`src/rtl/pci_bus_arbiter_if.sv`:
```
// ---------------------------------------------------------------------------
// pci_bus_arbiter_if
//
// Purpose: bundles the request/grant and bus-monitor signals that connect
// the PCI central arbiter to the bus masters and the shared bus.
//
// Signals (active-low names end in _n; framein and irdy are active low too):
//   req_n        REQ# per master
//   framein      bus FRAME#
//   irdy         bus IRDY#
//   gnt_n        GNT# per master (registered in the arbiter)
//   owner        index of the current grantee / bus owner
//   owner_valid  owner is meaningful (PARK, GRANT, BUSY)
//   bus_busy     arbiter is in BUSY
//   timeout      one-cycle pulse when a grant is revoked by the idle timer
//
// Modports:
//   master  arbiter view: samples requests and bus state, drives grants
//   slave   bus/master view: drives requests and bus state, sees grants
// ---------------------------------------------------------------------------
interface pci_bus_arbiter_if #(
  parameter int N_MASTERS = 4
) ();

  localparam int OW = (N_MASTERS > 1) ? $clog2(N_MASTERS) : 1;

  logic [N_MASTERS-1:0] req_n;
  logic                 framein;
  logic                 irdy;
  logic [N_MASTERS-1:0] gnt_n;
  logic [OW-1:0]        owner;
  logic                 owner_valid;
  logic                 bus_busy;
  logic                 timeout;

  modport master (
    input  req_n,
    input  framein,
    input  irdy,
    output gnt_n,
    output owner,
    output owner_valid,
    output bus_busy,
    output timeout
  );

  modport slave (
    output req_n,
    output framein,
    output irdy,
    input  gnt_n,
    input  owner,
    input  owner_valid,
    input  bus_busy,
    input  timeout
  );

endinterface

```
`src/rtl/pci_bus_arbiter.sv`:
```
// ---------------------------------------------------------------------------
// pci_bus_arbiter
//
// Purpose: central round-robin arbiter for a shared PCI bus. Grants one
// initiator at a time through active-low GNT#, tracks bus ownership from
// FRAME#/IRDY#, parks the bus on a default master when nobody requests and
// revokes grants that leave the bus idle for too long.
//
// Ports:
//   clock   in   bus clock, all logic on the rising edge
//   reset   in   synchronous, active-high
//   bus     arbiter side (master modport) of pci_bus_arbiter_if:
//           req_n/framein/irdy in, gnt_n/owner/owner_valid/bus_busy/timeout out
//
// Parameters:
//   N_MASTERS     number of requesting masters (2..8)
//   PARK_EN       1: park the bus on PARK_MASTER when no one requests
//   PARK_MASTER   index of the park master
//   IDLE_TIMEOUT  GRANT cycles without FRAME# before the grant is revoked (>=2)
// ---------------------------------------------------------------------------
module pci_bus_arbiter #(
  parameter int N_MASTERS    = 4,
  parameter bit PARK_EN      = 1'b1,
  parameter int PARK_MASTER  = 0,
  parameter int IDLE_TIMEOUT = 16
) (
  input  logic               clock,
  input  logic               reset,
  pci_bus_arbiter_if.master  bus
);

  localparam int OW = (N_MASTERS > 1) ? $clog2(N_MASTERS) : 1;
  localparam int TW = (IDLE_TIMEOUT > 1) ? $clog2(IDLE_TIMEOUT) : 1;

  localparam logic [OW-1:0]        PARK_IDX = OW'(PARK_MASTER);
  localparam logic [N_MASTERS-1:0] PARK_OH  = N_MASTERS'(1) << PARK_MASTER;
  // Timer value seen during the last permitted idle GRANT cycle.
  localparam logic [TW-1:0]        TIMER_LAST = TW'(IDLE_TIMEOUT - 1);

  typedef enum logic [1:0] {
    IDLE  = 2'd0,
    PARK  = 2'd1,
    GRANT = 2'd2,
    BUSY  = 2'd3
  } state_t;

  state_t               state_reg, state_next;
  logic [OW-1:0]        owner_reg, owner_next;
  logic [OW-1:0]        ptr_reg, ptr_next;
  logic [TW-1:0]        timer_reg, timer_next;
  logic [N_MASTERS-1:0] gnt_n_reg, gnt_n_next;
  logic                 timeout_reg, timeout_next;

  // Active-high view of the requests.
  logic [N_MASTERS-1:0] req;
  logic [N_MASTERS-1:0] owner_oh;
  logic [N_MASTERS-1:0] sel_oh;
  logic [OW-1:0]        sel;
  logic                 any_req;
  logic                 others_req;
  logic                 owner_req;
  logic                 bus_idle;
  logic                 busy_keep;

  assign req = ~bus.req_n;

  // One-hot decodes of the current owner and the round-robin winner.
  genvar gi;
  generate
    for (gi = 0; gi < N_MASTERS; gi++) begin : g_onehot
      assign owner_oh[gi] = (owner_reg == OW'(gi));
      assign sel_oh[gi]   = (sel == OW'(gi));
    end
  endgenerate

  assign any_req    = |req;
  assign owner_req  = |(req & owner_oh);
  assign others_req = |(req & ~owner_oh);
  assign bus_idle   = bus.framein & bus.irdy;

  // In BUSY the owner keeps GNT# only while it is the sole requester;
  // anyone else asking pulls GNT# so the owner ends after its current
  // transaction (the PCI latency-timer mechanism does the rest).
  assign busy_keep  = owner_req & ~others_req;

  // Round-robin selection: first requester scanning from ptr+1 upward with
  // wrap. ptr holds the last master that won the bus, so it becomes lowest
  // priority for the next arbitration.
  always_comb begin
    logic found;
    int   idx;
    sel   = '0;
    found = 1'b0;
    idx   = 0;
    for (int i = 1; i <= N_MASTERS; i++) begin
      idx = int'(ptr_reg) + i;
      if (idx >= N_MASTERS) begin
        idx = idx - N_MASTERS;
      end
      if (!found && req[idx[OW-1:0]]) begin
        sel   = idx[OW-1:0];
        found = 1'b1;
      end
    end
  end

  // Next-state and next-output logic. GNT# is computed for the state being
  // entered and registered, so the grant lines never glitch.
  always_comb begin
    state_next   = state_reg;
    owner_next   = owner_reg;
    ptr_next     = ptr_reg;
    timer_next   = timer_reg;
    gnt_n_next   = '1;
    timeout_next = 1'b0;

    case (state_reg)
      IDLE: begin
        if (any_req) begin
          state_next = GRANT;
          owner_next = sel;
          timer_next = '0;
          gnt_n_next = ~sel_oh;
        end else if (PARK_EN) begin
          state_next = PARK;
          owner_next = PARK_IDX;
          gnt_n_next = ~PARK_OH;
        end
      end

      PARK: begin
        if (!bus.framein) begin
          // Park master started a transaction without requesting.
          state_next = BUSY;
          gnt_n_next = busy_keep ? ~owner_oh : '1;
        end else if (others_req) begin
          // Release the park grant first so handoff always has a gap.
          state_next = IDLE;
        end else if (owner_req) begin
          // Same master: GNT# stays low across the transition.
          state_next = GRANT;
          timer_next = '0;
          gnt_n_next = ~owner_oh;
        end else begin
          gnt_n_next = ~owner_oh;
        end
      end

      GRANT: begin
        if (!bus.framein) begin
          // FRAME# has priority over both withdrawal and timer expiry.
          state_next = BUSY;
          ptr_next   = owner_reg;
          gnt_n_next = busy_keep ? ~owner_oh : '1;
        end else if (!owner_req) begin
          state_next = IDLE;
        end else if (timer_reg == TIMER_LAST) begin
          // Stalled master: revoke and demote it to lowest priority.
          state_next   = IDLE;
          timeout_next = 1'b1;
          ptr_next     = owner_reg;
        end else begin
          timer_next = timer_reg + 1'b1;
          gnt_n_next = ~owner_oh;
        end
      end

      BUSY: begin
        if (bus_idle) begin
          state_next = IDLE;
        end else begin
          gnt_n_next = busy_keep ? ~owner_oh : '1;
        end
      end

      default: begin
        state_next = IDLE;
      end
    endcase
  end

  always_ff @(posedge clock) begin
    if (reset) begin
      state_reg   <= IDLE;
      owner_reg   <= '0;
      ptr_reg     <= OW'(N_MASTERS - 1);
      timer_reg   <= '0;
      gnt_n_reg   <= '1;
      timeout_reg <= 1'b0;
    end else begin
      state_reg   <= state_next;
      owner_reg   <= owner_next;
      ptr_reg     <= ptr_next;
      timer_reg   <= timer_next;
      gnt_n_reg   <= gnt_n_next;
      timeout_reg <= timeout_next;
    end
  end

  assign bus.gnt_n       = gnt_n_reg;
  assign bus.owner       = owner_reg;
  assign bus.owner_valid = (state_reg != IDLE);
  assign bus.bus_busy    = (state_reg == BUSY);
  assign bus.timeout     = timeout_reg;

endmodule

```
`src/flat_wrapper.sv`:
```
// flat-port wrapper written by rule: the top's interface ports become plain ports
module pci_bus_arbiter_flat 
#(
  parameter int N_MASTERS    = 4,
  parameter bit PARK_EN      = 1'b1,
  parameter int PARK_MASTER  = 0,
  parameter int IDLE_TIMEOUT = 16
)
  (clock, reset, bus_req_n, bus_framein, bus_irdy, bus_gnt_n, bus_owner, bus_owner_valid, bus_bus_busy, bus_timeout);
  pci_bus_arbiter_if #(.N_MASTERS(N_MASTERS)) bus_i ();
  input  logic clock;
  input  logic reset;
  input wire logic [$bits(bus_i.req_n)-1:0] bus_req_n;
  input wire logic [$bits(bus_i.framein)-1:0] bus_framein;
  input wire logic [$bits(bus_i.irdy)-1:0] bus_irdy;
  output wire logic [$bits(bus_i.gnt_n)-1:0] bus_gnt_n;
  output wire logic [$bits(bus_i.owner)-1:0] bus_owner;
  output wire logic [$bits(bus_i.owner_valid)-1:0] bus_owner_valid;
  output wire logic [$bits(bus_i.bus_busy)-1:0] bus_bus_busy;
  output wire logic [$bits(bus_i.timeout)-1:0] bus_timeout;
  assign bus_i.req_n = bus_req_n;
  assign bus_i.framein = bus_framein;
  assign bus_i.irdy = bus_irdy;
  assign bus_gnt_n = bus_i.gnt_n;
  assign bus_owner = bus_i.owner;
  assign bus_owner_valid = bus_i.owner_valid;
  assign bus_bus_busy = bus_i.bus_busy;
  assign bus_timeout = bus_i.timeout;
  pci_bus_arbiter #(.N_MASTERS(N_MASTERS), .PARK_EN(PARK_EN), .PARK_MASTER(PARK_MASTER), .IDLE_TIMEOUT(IDLE_TIMEOUT)) u_core (.clock(clock), .reset(reset), .bus(bus_i));
endmodule
```
`config.mk`:
```
export PLATFORM = sky130hd
export DESIGN_NAME = pci_bus_arbiter_flat
export DESIGN_NICKNAME = d
export VERILOG_FILES = /design/src/rtl/pci_bus_arbiter_if.sv /design/src/rtl/pci_bus_arbiter.sv /design/src/flat_wrapper.sv
export SDC_FILE = /design/constraint.sdc
export NUM_CORES = 1
export LEC_CHECK = 0
export CORE_MARGIN = 8
export CORE_UTILIZATION = 40
export CTS_CLUSTER_SIZE = 25
export DETAILED_ROUTE_END_ITERATION = 12
export SLEW_MARGIN = 20
export SYNTH_ARGS = -nofsm -noshare
export SYNTH_HDL_FRONTEND = slang
export SYNTH_SLANG_ARGS = --single-unit
```
`constraint.sdc`:
```
create_clock -name clock -period 1.76 [get_ports clock]
set_input_delay 0.352 -clock clock [delete_from_list [all_inputs] [get_ports clock]]
set_output_delay 0.352 -clock clock [all_outputs]
set_load 0.05 [all_outputs]
```
**Run 1: supply network**

Scale bar: 20 um. Pins as bars on the die edge. Tap cells in grey.
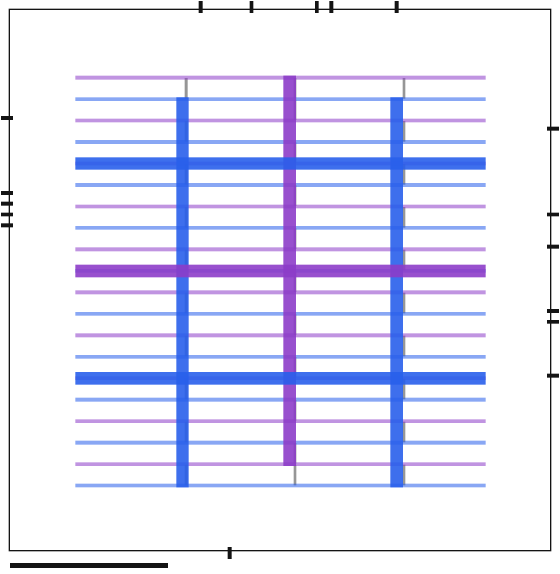
[blue] VSS
[purple] VDD
met1 rails: 20
tap cells: 31
met5 straps: 3
signal pins: 17
met4 straps: 3

**Run 1: placed cells, one colour a class**

Scale bar: 20 um.
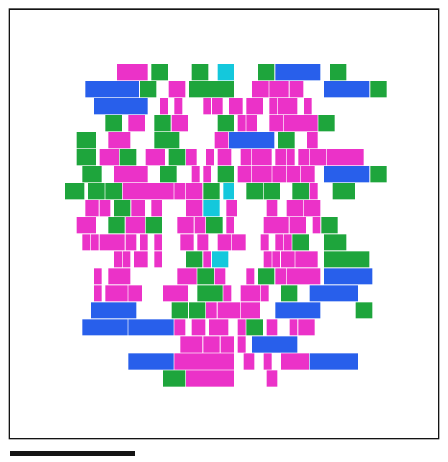
[green] other buffers and delay cells | cells: 47
[cyan] clock drivers and dummy loads | cells: 4
[magenta] combinational and other logic | cells: 120
[blue] flops | cells: 15
final instance area: 1600 um2
flop share of the area: 0.195
row count: 19
Finished Core Util: 0.595

**Run 1: routed clock nets over the placement**

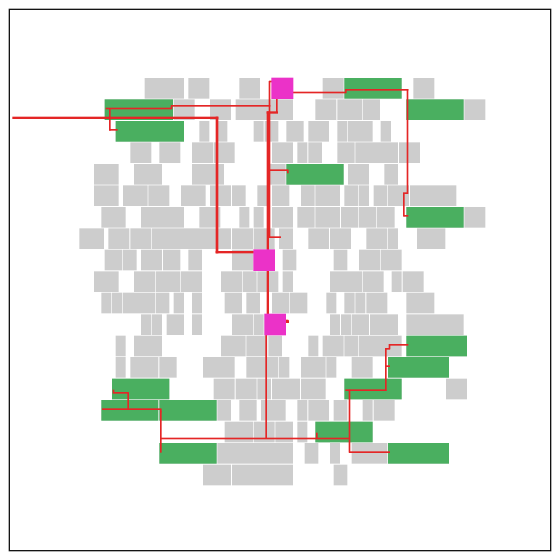
[magenta] clock drivers | count: 3
[red] clock wires | length: 251 um
[green] flip-flops | count: 15
routed clock nets: 4
worst skew pair latency: 0.30 ns
clock group share of total power: 0.175

==> run notes, run 1 <==
yosys + openroad results -> Min-Delay Path Depth 1, first-pass GRT wire length 5440 um, FF-to-FF path depth 6, FF+latch area 312 um2, # setup viols final 1, NonClk Buf Share 0.249, drt drc 0, Wirelength per Cell 15.6 um, mux share 0.0763, Longest Clk Path Bufs 2, DP Worst Slack -0.542 ns, ant diodes 0, RR Startpoint u_core.bus.owner[0], Commonest Layout Cell buf_4, CP max stage delay 0.39 ns, Largest Pwr Group combinational logic, post-cts sizing count 11, Initial Util 0.409, shortest period the worst path allows 1.76 ns, violated checks setup timing, Cell Pwr Density 763 nW/um2, cells in synth_stat.txt 145, crit path cell chain buf_4, nor3_1, a32o_2, o21ai_1, a2111oi_2, a2bb2oi_1, relative slew slack 0.743, Comb power 0.000586 W, DP Wirelength 2470 um, Synth Instances 145, RR Endpoint u_core.bus.gnt_n[2], die outline area 4680 um2, cell type with the largest total area dfxtp_1, registers 15, Top Layout Cells 36 x buf_4, 14 x nor2_1, 13 x nand2_1, Critical Path End Type flop, Arrival @ worst endpoint 1.94 ns, Yosys Warn Count 0, internal power 0.000717 W, # Taps 31, aoi share 0.282, grt met2 use 0.242, worst hold start u_core.timer_reg[0], TNS Setup -0.00362 ns, ys flops 15, seq pwr 0.000419 W, I/O Pins 17, fill count 256, Sw Pwr 0.000501 W, RePlAce Congestion 0.867, crit path max-delay cell type a2111oi_2, Pleak 0.671 nW, hold_buf cts 0, number of routed nets with antenna violations 0, Root Buffer clkbuf_4, synth cell count leaders 16 x nor2_1, 15 x dfxtp_1, 13 x nand2_1, overall via count from detail_route 1281, Core Box Area 2690 um2, area reported by Yosys stat 1100 um2, Largest logic family simple AND/OR/NAND/NOR gates, crit share post-route 1.00, status complete, but fails checks, Non-clk bufs 47, clock buf count 3, Inverters 8, metal3 WL 216 um, Final clock-cell share 0.0172, post-CTS setup buffer count 1, H-tree depth 1, slack of the critical path -0.00362 ns, die width 68.4 um, Setup crit start u_core.bus.owner[0], combinational gates 112, HP Class reg2reg, Worst Path Max Fanout 8, Min-Delay Endpoint u_core.timer_reg[0], CTS sink cnt 15, count leader, synth nor2_1, Met2 Wirelength 1540 um
==> run 2: changes to the inputs <==
GPL_TIMING_DRIVEN = 0   (was unset)
==> run notes, run 2 <==
yosys + openroad results -> FF-to-FF path depth 6, crit path cell chain buf_6, nand3_2, o2bb2ai_2, nor2_1, or4_4, a311oi_2, Post-synth EDFFs 0, number of routed nets with antenna violations 0, Met2 Wirelength 1500 um, status finished clean, Pleak 0.589 nW, crit share post-route 0.980, Final clock-cell share 0.0177, Min-Delay Path Depth 2, aoi share 0.282, hold_buf cts 0, FF+latch area 309 um2, RR Endpoint u_core.state_reg[0], Sw Pwr 0.000493 W, die width 68.4 um, row count 19, Setup crit start u_core.bus.owner[0], # setup viols final 0, and+or+nand+nor area frac 0.287, Inverters 8, crit path max-delay cell type or4_4, Non-clk bufs 32, Worst Path Max Fanout 10, HP Class reg2reg, H-tree depth 1, Root Buffer clkbuf_4, # Taps 31, Longest Clk Path Bufs 2, post-CTS setup buffer count 4, Comb power 0.000545 W, cell type with the largest total area dfxtp_1, post-cts sizing count 40, fill count 256, DP Worst Slack -0.769 ns, worst skew pair latency 0.29 ns, overall via count from detail_route 1249, Largest logic family simple AND/OR/NAND/NOR gates, area reported by Yosys stat 1100 um2, met1 usage 0.193, TNS Setup 0 ns, Min-Delay Endpoint u_core.timer_reg[1], synth cell count leaders 16 x nor2_1, 15 x dfxtp_1, 13 x nand2_1, I/O Pins 17, seq pwr 0.000399 W, registers 15, internal power 0.000667 W, grt met2 use 0.222, count leader, synth nor2_1, clock group share of total power 0.186, Critical Path RT 1.96 ns, DP Wirelength 2360 um, drt drc 0, first-pass GRT wire length 5310 um, shortest period the worst path allows 1.73 ns, Max-cap violations 0, ant diodes 0, Wirelength per Cell 16.3 um, CP max stage delay 0.49 ns, Top Layout Cells 13 x nand2_1, 13 x nor2_1, 12 x dfxtp_1, RR Startpoint u_core.bus.owner[0], Critical Path End Type flop, Initial Util 0.409, Synth Instances 145, combinational gates 112, CTS sink cnt 15, Arrival @ worst endpoint 1.93 ns, relative slew slack 0.646, ys flops 15
**Run 2: placed cells, one colour a class**

Scale bar: 20 um.
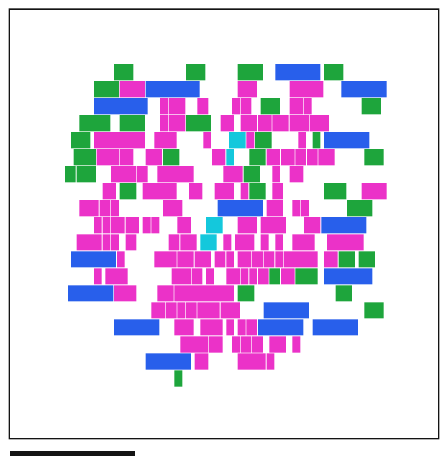
[blue] flops | cells: 15
[cyan] clock drivers and dummy loads | cells: 4
[green] other buffers and delay cells | cells: 32
[magenta] combinational and other logic | cells: 120
flop share of the area: 0.208
Finished Core Util: 0.552
Core Box Area: 2690 um2
final instance area: 1480 um2

**Run 2: track usage over the die**

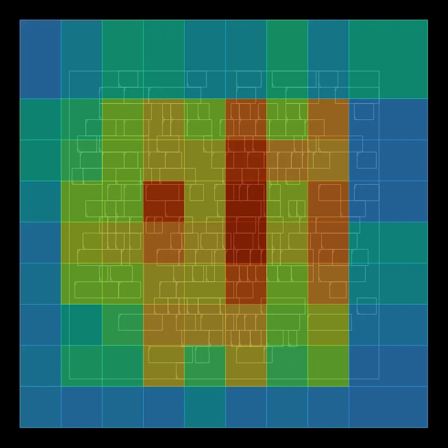
met3 global-route usage: 0.0327
GRT busiest layer: met2

Power and IR drop assume default switching activity.
